==> images/pins.png <==
The bar under the picture is 20 µm long. Pins as bars across the die edge, other pins in gray.
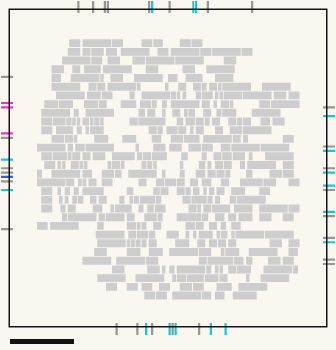
==> images/zoom.png <==
The bar under the picture is 5 µm long. Region (39, 59) to (59, 79) µm. Cells in gray, sequential cells in the stronger gray; small squares are vias.
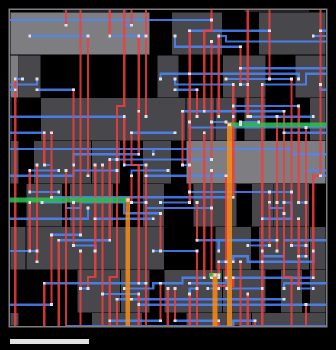
==> images/gate_families.png <==
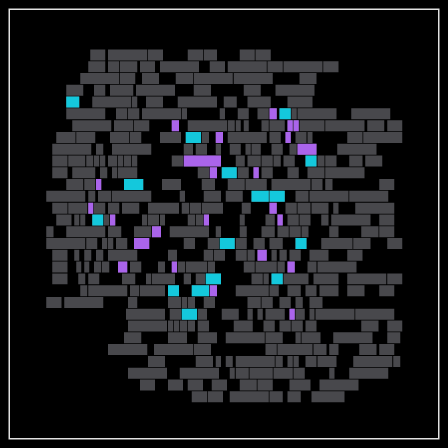
==> images/final_clocks.png <==
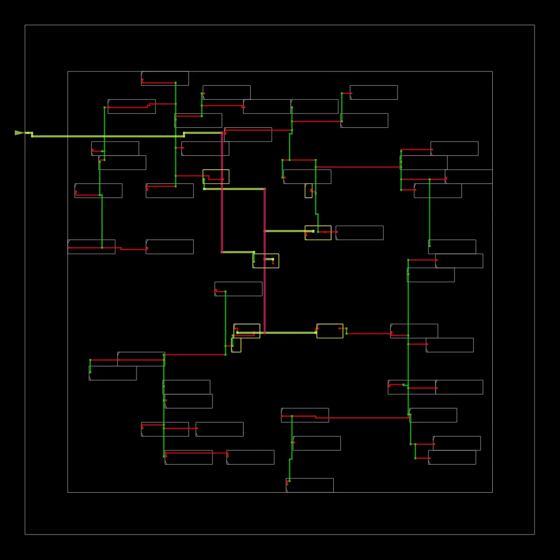
==> images/wire_density.png <==
The die is cut into 20 by 20 equal tiles; white is low, dark blue is high, scaled to the fullest tile. Values are wire area over tile area, all layers added.
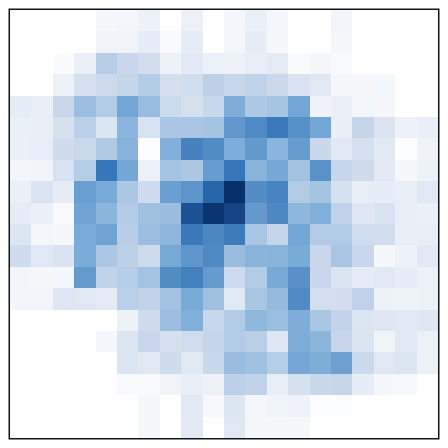
## config.mk

```make
export PLATFORM = sky130hd
export DESIGN_NAME = mix_scheduler_flat
export DESIGN_NICKNAME = d
export VERILOG_FILES = /design/src/rtl/mix_scheduler_if.sv /design/src/rtl/mix_scheduler.sv /design/src/flat_wrapper.sv
export SDC_FILE = /design/constraint.sdc
export NUM_CORES = 1
export LEC_CHECK = 0
export CAP_MARGIN = 25
export CORE_MARGIN = 8
export CORE_UTILIZATION = 40
export DETAILED_ROUTE_END_ITERATION = 7
export PLACE_DENSITY = 0.64
export SETUP_SLACK_MARGIN = 0.5
export SYNTH_ARGS = -nofsm -noshare
export SYNTH_HDL_FRONTEND = slang
export SYNTH_SLANG_ARGS = --single-unit
```

## constraint.sdc

```tcl
create_clock -name clk -period 2.2 [get_ports clk]
set_input_delay 0.33 -clock clk [delete_from_list [all_inputs] [get_ports clk]]
set_output_delay 0.33 -clock clk [all_outputs]
set_load 0.005 [all_outputs]
```

## src/rtl/mix_scheduler_if.sv

```systemverilog
// rtl/mix_scheduler_if.sv - source-mux and output-sample bus for mix_scheduler
//
// Purpose: groups the external source-mux select/data pair and the mixed
// sample valid/ready handshake into one bundle.
// Signals:
//   src_sel    index driven to the external source mux (scheduler -> mux)
//   src_data   mux output, combinational in src_sel (mux -> scheduler)
//   out_data   mixed sample (scheduler -> DAC stage)
//   out_valid  out_data valid, held until accepted (scheduler -> DAC stage)
//   out_ready  downstream accepts on out_valid && out_ready (DAC stage -> scheduler)
// Modports: master = scheduler side, slave = mux/DAC side.
interface mix_scheduler_if #(
  parameter int W    = 16,
  parameter int SELW = 3
);
  logic [SELW-1:0] src_sel;
  logic [W-1:0]    src_data;
  logic [W-1:0]    out_data;
  logic            out_valid;
  logic            out_ready;

  modport master (
    output src_sel,
    input  src_data,
    output out_data,
    output out_valid,
    input  out_ready
  );

  modport slave (
    input  src_sel,
    output src_data,
    input  out_data,
    input  out_valid,
    output out_ready
  );
endinterface

```

## src/rtl/mix_scheduler.sv

```systemverilog
// rtl/mix_scheduler.sv - time-multiplexed waveform mixer sequencer
//
// Purpose: on each sample_tick, steps src_sel through NSRC sources on an
// external mux and accumulates the enabled ones with one shared adder, then
// presents the mix sample over a valid/ready handshake.
// Ports:
//   clk, rst_n    clock and asynchronous active-low reset
//   sample_tick   1-cycle request for a new mix sample
//   src_en        source enable mask, snapshotted when a scan starts
//   bus           mix_scheduler_if.master (src_sel/src_data, out_data/valid/ready)
//   busy          high while scanning or holding a sample
//   overrun       1-cycle pulse when a sample_tick was dropped
// Configuration macro: MIX_SAT_EN (defined: unsigned saturation of the sum to
// W bits; undefined: the sum wraps modulo 2**W).
module mix_scheduler #(
  parameter int NSRC = 5,
  parameter int W    = 16,
  parameter int SELW = 3
) (
  input  logic                clk,
  input  logic                rst_n,
  input  logic                sample_tick,
  input  logic [NSRC-1:0]     src_en,
  mix_scheduler_if.master     bus,
  output logic                busy,
  output logic                overrun
);

  typedef enum logic [1:0] {IDLE, SCAN, DONE} state_t;

  localparam int AW = W + 3;

  state_t          state_q, state_nx;
  logic [SELW-1:0] sel_q, sel_nx;
  logic [AW-1:0]   acc_q, acc_nx;
  logic [NSRC-1:0] mask_q, mask_nx;
  logic [W-1:0]    data_q, data_nx;
  logic            valid_q, valid_nx;
  logic            ovr_q, ovr_nx;

  logic [NSRC-1:0] sel_onehot;
  logic            sel_enabled;
  logic            last_src;
  logic [W-1:0]    acc_reduced;

  // One-hot decode avoids a variable bit-select wider than the mask.
  assign sel_onehot  = {{(NSRC-1){1'b0}}, 1'b1} << sel_q;
  assign sel_enabled = |(mask_q & sel_onehot);
  assign last_src    = (sel_q == SELW'(NSRC - 1));

`ifdef MIX_SAT_EN
  assign acc_reduced = (|acc_q[AW-1:W]) ? {W{1'b1}} : acc_q[W-1:0];
`else
  assign acc_reduced = acc_q[W-1:0];
`endif

  always_comb begin
    state_nx = state_q;
    sel_nx   = sel_q;
    acc_nx   = acc_q;
    mask_nx  = mask_q;
    data_nx  = data_q;
    valid_nx = valid_q;
    ovr_nx   = 1'b0;

    unique case (state_q)
      IDLE: begin
        if (sample_tick) begin
          mask_nx  = src_en;
          acc_nx   = '0;
          sel_nx   = '0;
          state_nx = SCAN;
        end
      end

      SCAN: begin
        if (sel_enabled) begin
          acc_nx = acc_q + {3'b000, bus.src_data};
        end
        if (last_src) begin
          state_nx = DONE;
        end else begin
          sel_nx = sel_q + SELW'(1);
        end
        if (sample_tick) begin
          ovr_nx = 1'b1;
        end
      end

      DONE: begin
        if (!valid_q) begin
          // First DONE cycle: the final addition has landed in acc, so the
          // sample is registered here, which sets the NSRC+1 edge latency.
          data_nx  = acc_reduced;
          valid_nx = 1'b1;
          if (sample_tick) begin
            ovr_nx = 1'b1;
          end
        end else if (bus.out_ready) begin
          valid_nx = 1'b0;
          sel_nx   = '0;
          if (sample_tick) begin
            // Back-to-back: handshake and new scan start on the same edge.
            mask_nx  = src_en;
            acc_nx   = '0;
            state_nx = SCAN;
          end else begin
            state_nx = IDLE;
          end
        end else if (sample_tick) begin
          ovr_nx = 1'b1;
        end
      end

      default: begin
        state_nx = IDLE;
        sel_nx   = '0;
        valid_nx = 1'b0;
      end
    endcase
  end

  always_ff @(posedge clk or negedge rst_n) begin
    if (!rst_n) begin
      state_q <= IDLE;
      sel_q   <= '0;
      acc_q   <= '0;
      mask_q  <= '0;
      data_q  <= '0;
      valid_q <= 1'b0;
      ovr_q   <= 1'b0;
    end else begin
      state_q <= state_nx;
      sel_q   <= sel_nx;
      acc_q   <= acc_nx;
      mask_q  <= mask_nx;
      data_q  <= data_nx;
      valid_q <= valid_nx;
      ovr_q   <= ovr_nx;
    end
  end

  assign bus.src_sel   = sel_q;
  assign bus.out_data  = data_q;
  assign bus.out_valid = valid_q;
  assign busy          = (state_q != IDLE);
  assign overrun       = ovr_q;

endmodule

```

## src/flat_wrapper.sv

```systemverilog
// flat-port wrapper written by rule: the top's interface ports become plain ports
module mix_scheduler_flat 
#(
  parameter int NSRC = 5,
  parameter int W    = 16,
  parameter int SELW = 3
)
  (clk, rst_n, sample_tick, src_en, busy, overrun, bus_src_sel, bus_src_data, bus_out_data, bus_out_valid, bus_out_ready);
  mix_scheduler_if #(.W(W), .SELW(SELW)) bus_i ();
  input  logic clk;
  input  logic rst_n;
  input  logic sample_tick;
  input  logic [NSRC-1:0] src_en;
  output logic busy;
  output logic overrun;
  output wire logic [$bits(bus_i.src_sel)-1:0] bus_src_sel;
  input wire logic [$bits(bus_i.src_data)-1:0] bus_src_data;
  output wire logic [$bits(bus_i.out_data)-1:0] bus_out_data;
  output wire logic [$bits(bus_i.out_valid)-1:0] bus_out_valid;
  input wire logic [$bits(bus_i.out_ready)-1:0] bus_out_ready;
  assign bus_src_sel = bus_i.src_sel;
  assign bus_i.src_data = bus_src_data;
  assign bus_out_data = bus_i.out_data;
  assign bus_out_valid = bus_i.out_valid;
  assign bus_i.out_ready = bus_out_ready;
  mix_scheduler #(.NSRC(NSRC), .W(W), .SELW(SELW)) u_core (.clk(clk), .rst_n(rst_n), .sample_tick(sample_tick), .src_en(src_en), .bus(bus_i), .busy(busy), .overrun(overrun));
endmodule
```

==> flow_summary.ini <==
; synthesis and place-and-route metrics
[run_status]
status = finished clean

[yosys]
area_leaders = dfrtp_1, ha_1, mux2_2, nand2_1, a21oi_1
top_cell_area_share_pct = 40.2
ys_warn_count = 0
yosysCellCount = 275
syn_inst = 275
synth-edff-count = 0
ys_ff = 44
synth-main-ff-cell = dfrtp_1
synthDistinctLibCells = 48
ys_async_sr_fraction_pct = 100
fp_nets = 325
yosysSeqAreaShare_pct = 40.2
common_cells = dfrtp_1, nand2_1, ha_1
synth_area_leader_cell = dfrtp_1
syn_avg_cell_area_um2 = 9.96
post-synth-top-count-cell = dfrtp_1
syn_area_mm2 = 0.00274
ys_chip_area_mm2 = 0.00274

[power]
p_total_uw = 5720
p_leak_uw = 0.00184
powerDensity_mw_per_mm2 = 1400
ir_worst_vdd_mv = 0.846

[timing]
worst_slew_pin_slew_ns = 0.560
fin_crit_ns = 2.11
final_hold_viol_count = 0
whs_ns = 0.0143
slew_violations = 0
setup_tns_ns = 0
fin_crit_sh_pct = 95.9
fin_ws_ns = 0.0907
finalSetupViolCount = 0
relSlewSlack_pct = 62.7
rsz0062_at_grt = yes
fmax_mhz = 474

[global_routing]
grt_antenna_before_repair = 0
grt_overflow_total = 0
grt_pass1_vias = 2740
grt_pass1_wl_um = 13100
track_usage_pct = 16.3
grt_max_degree = 24

[layout]
nets = 428
n_antenna_cell = 0
fin_util_pct = 60.9
fillCellCount = 578
area_growth_pct = 49.5
drive_gt1_share_pct = 37.0

[detailed_routing]
viasPerCell = 5.60
drt-initial-drc-count = 134
antenna_left = 0
firstDrtPassIters = 4
drcViolationCount = 0

[critical_path]
r2r_start = u_core.acc_q[7]$_DFFE_PN0P_
endpoint_kind = register
cp_slowest_cell = clkdlybuf4s50_1
crit_family = AND-OR/OR-AND gates
r2r_end = u_core.acc_q[13]$_DFFE_PN0P_
worst_setup_path_start_kind = primary input
critPathKind = in -> reg
cp_cell_sequence = clkdlybuf4s50_1 > ha_4 > a21oi_2 > o21ai_0 > o311ai_1 > buf_4 > nand3_1 > o311ai_1
rrSetupSlack_ns = 0.15
critPathBufInv = 2
crit_path_frequent_cell = o311ai_1
worst_ep_required_time_ns = 2.39
cp_max_fo = 6
crit_arrival_ns = 2.30
slowest_delay_ns = 0.50
worstRegToRegCells = 6

[die]
ios = 47
core_mm2 = 0.00672
num_rows = 30
die_area_mm2 = 0.00975
fp_util_pct = 40.8

[clocking]
cts_tree = built
cts_hold_buf = 0
clk_pin_slew_worst_paths_ns = 0.08
postCtsResizedCells = 46
numCtsBuffers = 5
postCtsSetupRepairBufs = 10
root_buffer = clkbuf_8
clock_latency_ns = 0.30
cts_buffer_depth = 2
htree_num_levels = 2

[placed_design]
post-place-ws_ns = -0.383
gp_congestion = 0.845
hpwl_um = 5410

[worst_hold_path]
hold_class = in -> async

[job]
cap_violations = 0
warnings = 35
About pins.png:
[magenta] bus_src_sel | pins: 3 | direction: output | edge: left
[cyan] bus_src_data | pins: 16 | direction: input | edge: 6 right, 5 bottom, 3 top, 2 left
[blue] bus_out_ready | pins: 1 | direction: input | edge: left
Die X: 98.8 µm
port bufs: 46
Die Span Y: 98.8 µm

About zoom.png:
[red] met2
[green] met3
[orange] met4
[blue] met1
sequential cells in the window: 2
most frequent: buf_4 (6), nand2_1 (4)
netlist names of flops here include: u_core.acc_q (2)
cells with their middle in the window: 30

About gate_families.png:
[purple] NOR gates | cells: 24 | most used: nor2_1 | where: middle
[cyan] AND-OR and OR-AND gates | cells: 16 | where: middle

About final_clocks.png:
Clk. pwr: 498 µW
Clock Sink Count: 44
Clock Skew: 0.00939 ns
flip-flop and latch count: 44

About wire_density.png:
fullest tile: 0.60
mean over tiles: 0.13
tiles over half the peak: 12%
densest ninth of the die: middle
emptiest ninth of the die: bottom left
nearly empty tiles: 21%
vias: 2567
WL/cell: 17.0 µm
final wirelength: 7800 µm

worst max path at each step:
stage | from | endpoint | slack, ns | depth (start not counted)
after CTS | u_core.acc_q[0]$_DFFE_PN0P_ | u_core.acc_q[10]$_DFFE_PN0P_ | 0.06 | 9
final | bus_src_data[9] | u_core.acc_q[14]$_DFFE_PN0P_ | 0.09 | 8
after detailed placement | bus_src_data[9] | u_core.acc_q[14]$_DFFE_PN0P_ | -0.38 | 8
after floorplan | u_core.acc_q[0]$_DFFE_PN0P_ | u_core.acc_q[12]$_DFFE_PN0P_ | 0.22 | 8
after global placement | bus_src_data[9] | u_core.acc_q[14]$_DFFE_PN0P_ | -0.39 | 8
after global routing | bus_src_data[9] | u_core.acc_q[14]$_DFFE_PN0P_ | 0.06 | 8
layout by cell type (no fill, tap or decap), types with 2 or more instances in the layout:
cell type        count
o41ai_2              3
and2_1               3
o311ai_1             2
o21ai_0              7
o21ai_1              9
clkdlybuf4s50_1     36
o31ai_1              2
buf_12               2
a21o_1               2
dlymetal6s2s_1       2
o2111a_1             2
nand2b_1             4
ha_1                11
mux2_2              23
a221o_1              4
nand3_1              5
o21a_1               4
a21oi_2              6
buf_4               50
nand4_1              4
or3_4                4
inv_2                7
buf_6                5
o31ai_2              3
inv_1                7
dfrtp_1             44
or3_1                2
nor3_1               7
nand2_1             28
o211ai_1             2
nand2_2              3
a21oi_1             15
dlygate4sd2_1        6
xor2_1               5
clkbuf_8             5
nor2_1              11
ha_4                 9
ha_2                 4
layout make-up:
| type | instances | area, µm² | area share [%] |
|---|---|---|---|
| clock buffers | 6 | 72.6 | 1.77 |
| clock inverters | 1 | 5.00 | 0.122 |
| inverters | 14 | 52.6 | 1.28 |
| flip-flops and latches | 44 | 1100 | 26.9 |
| repair buffers | 103 | 920 | 22.5 |
| multi-input cells | 210 | 1840 | 45.0 |
| well taps | 80 | 100 | 2.44 |
power by group:
part           total, µW  internal, µW  switching [µW]  leakage [µW]
Combinational       3860          2000            1860       0.00122
Sequential          1360          1130             234      0.000576
Clock                498           217             281     0.0000410
Total               5720          3350            2370       0.00184
registers in the layout, indices dropped and copies added (netlist names):
register and count:
u_core.bus.out_valid 1, u_core.state_q 2, u_core.bus.src_sel 3, u_core.bus.out_data 16
u_core.overrun 1, u_core.acc_q 16, u_core.mask_q 5
metrics by stage:
stage                     area (µm²)  instances
after CTS                       3970        455
after global placement          3620        434
after floorplan                 2800        275
after detailed placement        3620        434
after global routing            4100        458
final                           4100        458
cell families (layout without fill, tap and decap cells):
| kind of cell | count (synthesis) | in the layout | share of synthesized area, % |
|---|---|---|---|
| buf+inv | 24 | 124 | 3.93 |
| fa+ha+maj | 25 | 25 | 11.7 |
| mux | 24 | 24 | 9.82 |
| simple gates | 76 | 79 | 13.2 |
| xor+xnor | 6 | 6 | 1.92 |
| compound gates | 76 | 76 | 19.3 |
| flops | 44 | 44 | 40.2 |
per-layer routing:
metal	share of wire, %	vias up	track usage (%)
met2	50	69	28.0
met4	1.8	0	5.08
met5	0	-	0
met1	44	1261	19.8
met3	4.6	16	3.38
li1	-	1221	-
No activity file was given, so power comes from the tool's default toggle rates.
